pinout.png
Pins as bars across the die edge, other pins in grey.
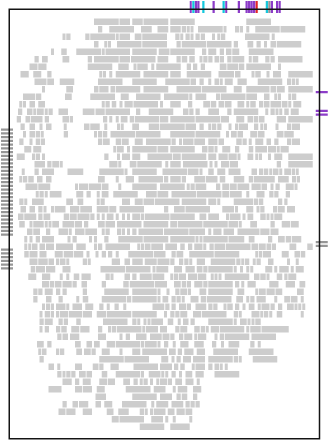
congestion_map.png
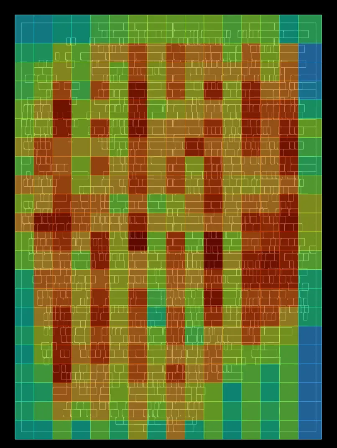
clock_wires.png
Scale bar: 20 microns.
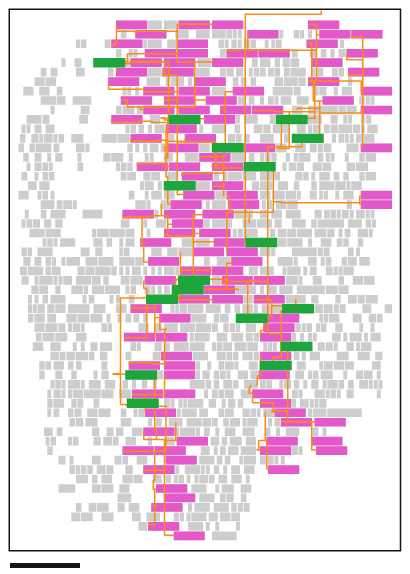
$ cat src/rtl/fp_add_pipe.sv
// fp_add_pipe: 3-stage pipelined floating-point adder/subtractor with RNE rounding,
// flush-to-zero denormals, exception flags and valid/ready backpressure.
module fp_add_pipe #(
    parameter  int unsigned EXP_W = 5,
    parameter  int unsigned MAN_W = 10,
    localparam int unsigned W     = 1 + EXP_W + MAN_W
) (
    input  logic         clk,
    input  logic         rst_n,
    input  logic         in_valid,
    output logic         in_ready,
    input  logic [W-1:0] in_a,
    input  logic [W-1:0] in_b,
    input  logic         in_sub,
    output logic         out_valid,
    input  logic         out_ready,
    output logic [W-1:0] out_sum,
    output logic [3:0]   out_flags
);
    localparam int unsigned MW     = MAN_W + 4;      // hidden, man, G, R, S
    localparam int unsigned SW     = MAN_W + 5;      // plus carry
    localparam int unsigned XW     = EXP_W + 2;      // signed exponent path
    localparam int unsigned SH_MAX = MAN_W + 3;
    localparam int unsigned AW     = 2 * MAN_W + 4;  // alignment window
    localparam logic [EXP_W-1:0] EXP_ONES = '1;
    localparam logic [EXP_W-1:0] EXP_ZERO = '0;
    localparam logic [MAN_W-1:0] MAN_ONES = '1;
    localparam logic [MAN_W-1:0] MAN_ZERO = '0;
    localparam logic [W-2:0]     MAG_ZERO = '0;
    localparam logic signed [XW-1:0] EXP_TOP = XW'(EXP_ONES);

    logic advance;
    assign advance  = ~out_valid | out_ready;
    assign in_ready = advance;

    // Stage 1: unpack, classify, order by magnitude, align the smaller operand
    logic             sa, sb, a_zero, b_zero, a_nan, b_nan, a_inf, b_inf, flush_in, a_ge, s_big;
    logic [EXP_W-1:0] ea, eb, e_big, e_sml, diff;
    logic [MAN_W-1:0] ma, mb, m_big, m_sml;
    logic [31:0]      sh;
    logic [AW-1:0]    wide;
    logic             spec_n;
    logic [W-1:0]     spec_val_n;
    logic [3:0]       spec_flags_n;

    always_comb begin
        sa = in_a[W-1];
        ea = in_a[W-2:MAN_W];
        ma = in_a[MAN_W-1:0];
        sb = in_b[W-1] ^ in_sub;
        eb = in_b[W-2:MAN_W];
        mb = in_b[MAN_W-1:0];
        a_zero   = (ea == EXP_ZERO);
        b_zero   = (eb == EXP_ZERO);
        a_nan    = (ea == EXP_ONES) && (ma != MAN_ZERO);
        b_nan    = (eb == EXP_ONES) && (mb != MAN_ZERO);
        a_inf    = (ea == EXP_ONES) && (ma == MAN_ZERO);
        b_inf    = (eb == EXP_ONES) && (mb == MAN_ZERO);
        flush_in = (a_zero && (ma != MAN_ZERO)) || (b_zero && (mb != MAN_ZERO));
        a_ge  = {ea, ma} >= {eb, mb};
        s_big = a_ge ? sa : sb;
        e_big = a_ge ? ea : eb;
        m_big = a_ge ? ma : mb;
        e_sml = a_ge ? eb : ea;
        m_sml = a_ge ? mb : ma;
        diff  = e_big - e_sml;
        sh    = (32'(diff) > SH_MAX) ? SH_MAX : 32'(diff);
        wide  = {1'b1, m_sml, {(MAN_W + 3){1'b0}}} >> sh;

        spec_n       = 1'b0;
        spec_val_n   = '0;
        spec_flags_n = '0;
        if (a_nan || b_nan || (a_inf && b_inf && (sa != sb))) begin
            spec_n       = 1'b1;
            spec_val_n   = {1'b0, EXP_ONES, MAN_ONES};
            spec_flags_n = 4'b1000;
        end else if (a_inf || b_inf) begin
            spec_n       = 1'b1;
            spec_val_n   = {a_inf ? sa : sb, EXP_ONES, MAN_ZERO};
            spec_flags_n = {2'b01, flush_in, 1'b0};
        end else if (a_zero && b_zero) begin
            spec_n       = 1'b1;
            spec_val_n   = {sa & sb, MAG_ZERO};
            spec_flags_n = {2'b00, flush_in, 1'b0};
        end else if (a_zero) begin
            spec_n       = 1'b1;
            spec_val_n   = {sb, eb, mb};
            spec_flags_n = {2'b00, flush_in, 1'b0};
        end else if (b_zero) begin
            spec_n       = 1'b1;
            spec_val_n   = {sa, ea, ma};
            spec_flags_n = {2'b00, flush_in, 1'b0};
        end
    end

    logic             v1, sp1, sg1, sub1;
    logic [W-1:0]     spv1;
    logic [3:0]       spf1;
    logic [EXP_W-1:0] ex1;
    logic [MW-1:0]    big1, sml1;

    always_ff @(posedge clk or negedge rst_n) begin
        if (!rst_n) begin
            v1   <= 1'b0;
            sp1  <= 1'b0;
            sg1  <= 1'b0;
            sub1 <= 1'b0;
            spv1 <= '0;
            spf1 <= '0;
            ex1  <= '0;
            big1 <= '0;
            sml1 <= '0;
        end else if (advance) begin
            v1 <= in_valid;
            if (in_valid) begin
                sp1  <= spec_n;
                spv1 <= spec_val_n;
                spf1 <= spec_flags_n;
                sg1  <= s_big;
                sub1 <= sa ^ sb;
                ex1  <= e_big;
                big1 <= {1'b1, m_big, 3'b000};
                sml1 <= {wide[AW-1 -: MAN_W + 3], |wide[MAN_W:0]};
            end
        end
    end

    // Stage 2: magnitude add/subtract (big >= small, so never negative)
    logic [SW-1:0] sum_n;
    always_comb begin
        sum_n = sub1 ? ({1'b0, big1} - {1'b0, sml1}) : ({1'b0, big1} + {1'b0, sml1});
    end

    logic             v2, sp2, sg2, zero2;
    logic [W-1:0]     spv2;
    logic [3:0]       spf2;
    logic [EXP_W-1:0] ex2;
    logic [SW-1:0]    sum2;

    always_ff @(posedge clk or negedge rst_n) begin
        if (!rst_n) begin
            v2    <= 1'b0;
            sp2   <= 1'b0;
            sg2   <= 1'b0;
            zero2 <= 1'b0;
            spv2  <= '0;
            spf2  <= '0;
            ex2   <= '0;
            sum2  <= '0;
        end else if (advance) begin
            v2 <= v1;
            if (v1) begin
                sp2   <= sp1;
                spv2  <= spv1;
                spf2  <= spf1;
                sg2   <= sg1;
                ex2   <= ex1;
                sum2  <= sum_n;
                zero2 <= (sum_n == '0);
            end
        end
    end

    // Stage 3: normalise, round to nearest even, select exceptions, pack
    int unsigned             lz;
    logic [MW-1:0]           norm;
    logic signed [XW-1:0]    exp_n, exp_r;
    logic [MAN_W:0]          mant;
    logic [MAN_W+1:0]        mant_r;
    logic [MAN_W-1:0]        man_f;
    logic                    g, r, st, rnd_up, inexact;
    logic [W-1:0]            res_n;
    logic [3:0]              flags_n;

    always_comb begin
        lz = MW;
        for (int unsigned i = 0; i < MW; i++) begin
            if (sum2[i]) lz = MW - 1 - i;
        end
        if (sum2[SW-1]) begin
            norm  = {sum2[SW-1:2], sum2[1] | sum2[0]};
            exp_n = XW'(ex2) + XW'(1);
        end else begin
            norm  = sum2[MW-1:0] << lz;
            exp_n = XW'(ex2) - XW'(lz);
        end
        mant    = norm[MW-1:3];
        g       = norm[2];
        r       = norm[1];
        st      = norm[0];
        rnd_up  = g & (r | st | mant[0]);
        mant_r  = {1'b0, mant} + (MAN_W + 2)'(rnd_up);
        exp_r   = mant_r[MAN_W+1] ? exp_n + XW'(1) : exp_n;
        man_f   = mant_r[MAN_W+1] ? mant_r[MAN_W:1] : mant_r[MAN_W-1:0];
        inexact = g | r | st;

        res_n   = '0;
        flags_n = '0;
        if (sp2) begin
            res_n   = spv2;
            flags_n = spf2;
        end else if (zero2) begin
            res_n   = '0;
            flags_n = '0;
        end else if (exp_r >= EXP_TOP) begin
            res_n   = {sg2, EXP_ONES, MAN_ZERO};
            flags_n = {2'b01, 1'b0, inexact};
        end else if (exp_r[XW-1] || (exp_r == '0)) begin
            res_n   = '0;
            flags_n = {2'b00, 1'b1, inexact};
        end else begin
            res_n   = {sg2, exp_r[EXP_W-1:0], man_f};
            flags_n = {3'b000, inexact};
        end
    end

    always_ff @(posedge clk or negedge rst_n) begin
        if (!rst_n) begin
            out_valid <= 1'b0;
            out_sum   <= '0;
            out_flags <= '0;
        end else if (advance) begin
            out_valid <= v2;
            if (v2) begin
                out_sum   <= res_n;
                out_flags <= flags_n;
            end
        end
    end
endmodule
$ cat config.mk
export PLATFORM = sky130hd
export DESIGN_NAME = fp_add_pipe
export DESIGN_NICKNAME = d
export VERILOG_FILES = /design/src/rtl/fp_add_pipe.sv
export SDC_FILE = /design/constraint.sdc
export NUM_CORES = 1
export LEC_CHECK = 0
export CAP_MARGIN = 40
export CORE_ASPECT_RATIO = 1.4
export CORE_MARGIN = 2
export CORE_UTILIZATION = 55
export DETAILED_ROUTE_END_ITERATION = 6
export DONT_BUFFER_PORTS = 1
export PLACE_DENSITY = 0.81
export SKIP_LAST_GASP = 1
export SYNTH_ARGS = -nofsm -noshare
export SYNTH_HDL_FRONTEND = slang
export SYNTH_SLANG_ARGS = --single-unit
$ cat constraint.sdc
create_clock -name clk -period 11.68 [get_ports clk]
set_input_delay 1.752 -clock clk [delete_from_list [all_inputs] [get_ports clk]]
set_output_delay 1.752 -clock clk [all_outputs]
set_load 0.02 [all_outputs]
==> results.toml <==
# physical design summary
[outcome]
run_status = "finished, final reports clean"

[yosys]
synth_chip_area_sq_um = 8980
synth_stat.cells = 1060
mappedNetlistArea_sq_um = 8980

[detailed_routing]
initialDrtViolationCount = 623
num_vias = 8110

[clock_tree]
cts.hold.buffers_added = 0
cts_tree = "done"
cts_h_tree_depth = 4
postCtsResizedCells = 0
tritoncts_buffers = 17
clkSinkCount = 117

[final_timing]
max_slew_margin_pct = 37.9
setup_tns_ps = 0
tightestPinTransition_ps = 931
min_period_ps = 7140
hold_viol = 0

[floorplanning]
floorplan.core_area_sq_um = 16100
fp_util_pct = 55.8

[critical_path]
crit_path_end_kind = "register"
critPathArrivalTime_ps = 7420

[worst_hold_path]
hold_class = "register to register"
launch_point_of_the_worst_hold_path = "ex1[3]"

[power]
switching_share_pct = 47.1
cell_area_power_density_nw_per_um2 = 264

[grt]
largest_net_degree_at_the_start_of_global_routing = 118
-- pinout.png (at the start) --
- out_flags: cyan (pins 4; direction output; edge top)
- out_sum: purple (pins 16; direction output; edge 13 top, 3 right)
- clk: red (pins 1; direction input; edge top)
horizontal die dimension: 112 microns
Port Buf Inserts: 0

-- congestion_map.png (at the start) --
highest-utilization routing layer at the global route stage: met2
overall global routing resource usage: 29.5%
GR Layer Usage met2: 52.9%

-- clock_wires.png (at the start) --
- flip-flops: magenta (count 117)
- clock-net drivers: green (count 17)
- clock wires: orange (length 1,560 microns)
- routed clock nets: 18
share of power burned in the clock network: 20.0%
worst setup skew after layout: 12.5 ps
Clk. pwr: 508 uW
later-pin clock latency in the skew report: 420 ps

## worst paths after layout
path	to	depth (start not counted)
hold reg to reg	ex1[3]	2
setup / recovery	sml1[0]	17
setup reg to reg	out_sum[8]	15
max in group asynchronous	sum2[2]	0
min in group asynchronous	out_sum[13]	0
hold / removal	ex1[3]	2
## power by group through the flow
| stage | clock [mW] | sequential, mW | combinational (mW) |
|---|---|---|---|
| 6_report | 0.508 | 0.778 | 1.26 |
| 5_1_grt | 0.530 | 0.797 | 1.38 |
| 4_1_cts | 0.512 | 0.773 | 1.23 |
| 3_5_place_dp | 0 | 0.778 | 1.22 |
| 3_3_place_gp | 0 | 0.772 | 1.20 |
| 2_1_floorplan | 0 | 0.672 | 1.03 |
## worst max-delay path, stage by stage
cell and delay (ps):
inv_1 30, ha_1 550, nand4_1 280, o41ai_2 570
or2_2 230, a21o_1 90, buf_4 430, mux2_2 400
ha_1 430, and2_1 230, a2111oi_0 570, a21o_1 520
mux2i_1 260, a221oi_1 480, o211ai_1 160, nor4_1 300
a221oi_1 110
## cell type report
type / count / share of cell area [%]
Clock buffer: 17 / 4.41
Multi-Input combinational cell: 817 / 57.6
Timing Repair Buffer: 9 / 0.675
Sequential cell: 117 / 30.4
Inverter: 70 / 2.75
Clock inverter: 15 / 1.62
Tap cell: 199 / 2.58
## metal layers
layer / track usage (%) / up-vias / routed length (microns)
met1: 35.7 / 3884 / 10400
met2: 52.9 / 302 / 13000
li1: - / 3855 / -
met3: 4.71 / 69 / 1350
met5: 0 / - / 0
met4: 10.7 / 0 / 843
## registers in the layout (all words and copies together) (netlist names), 3 cells and up
name,count
spv1,16
out_sum,16
out_flags,4
spv2,16
spf1,3
spf2,3
big1,11
ex1,5
sml1,14
sum2,15
ex2,5
## metrics by stage
stage / setup WS (ps) / instances / utilization [%]
6_report: 4540 / 1244 / 59.9
5_1_grt: 4230 / 1244 / 59.9
4_1_cts: 4610 / 1244 / 59.9
3_5_place_dp: 4200 / 1212 / 56.2
3_3_place_gp: 4300 / 1208 / 56.1
2_1_floorplan: 5280 / 1060 / -
## logic make-up after synthesis
| family | count (synthesis) | share of synthesized area [%] |
|---|---|---|
| multiplexers | 72 | 8.79 |
| XOR/XNOR | 27 | 2.63 |
| buffers and inverters | 126 | 5.67 |
| flip-flops | 117 | 32.6 |
| adder cells (fa/ha/maj) | 49 | 6.99 |
| AND-OR/OR-AND | 350 | 25.9 |
| AND/OR/NAND/NOR | 319 | 17.4 |
## cell usage after synthesis (all sizes together) (17+ instances only)
library cell	number
a22oi	17
nand2	86
dfrtp	117
ha	47
and3	20
buf	19
a21oi	89
inv	69
o21ai	90
nor3	19
mux2i	32
nor2	94
clkbuf	37
mux2	39
nand3	24
xnor2	18
Power and IR drop assume default switching activity.
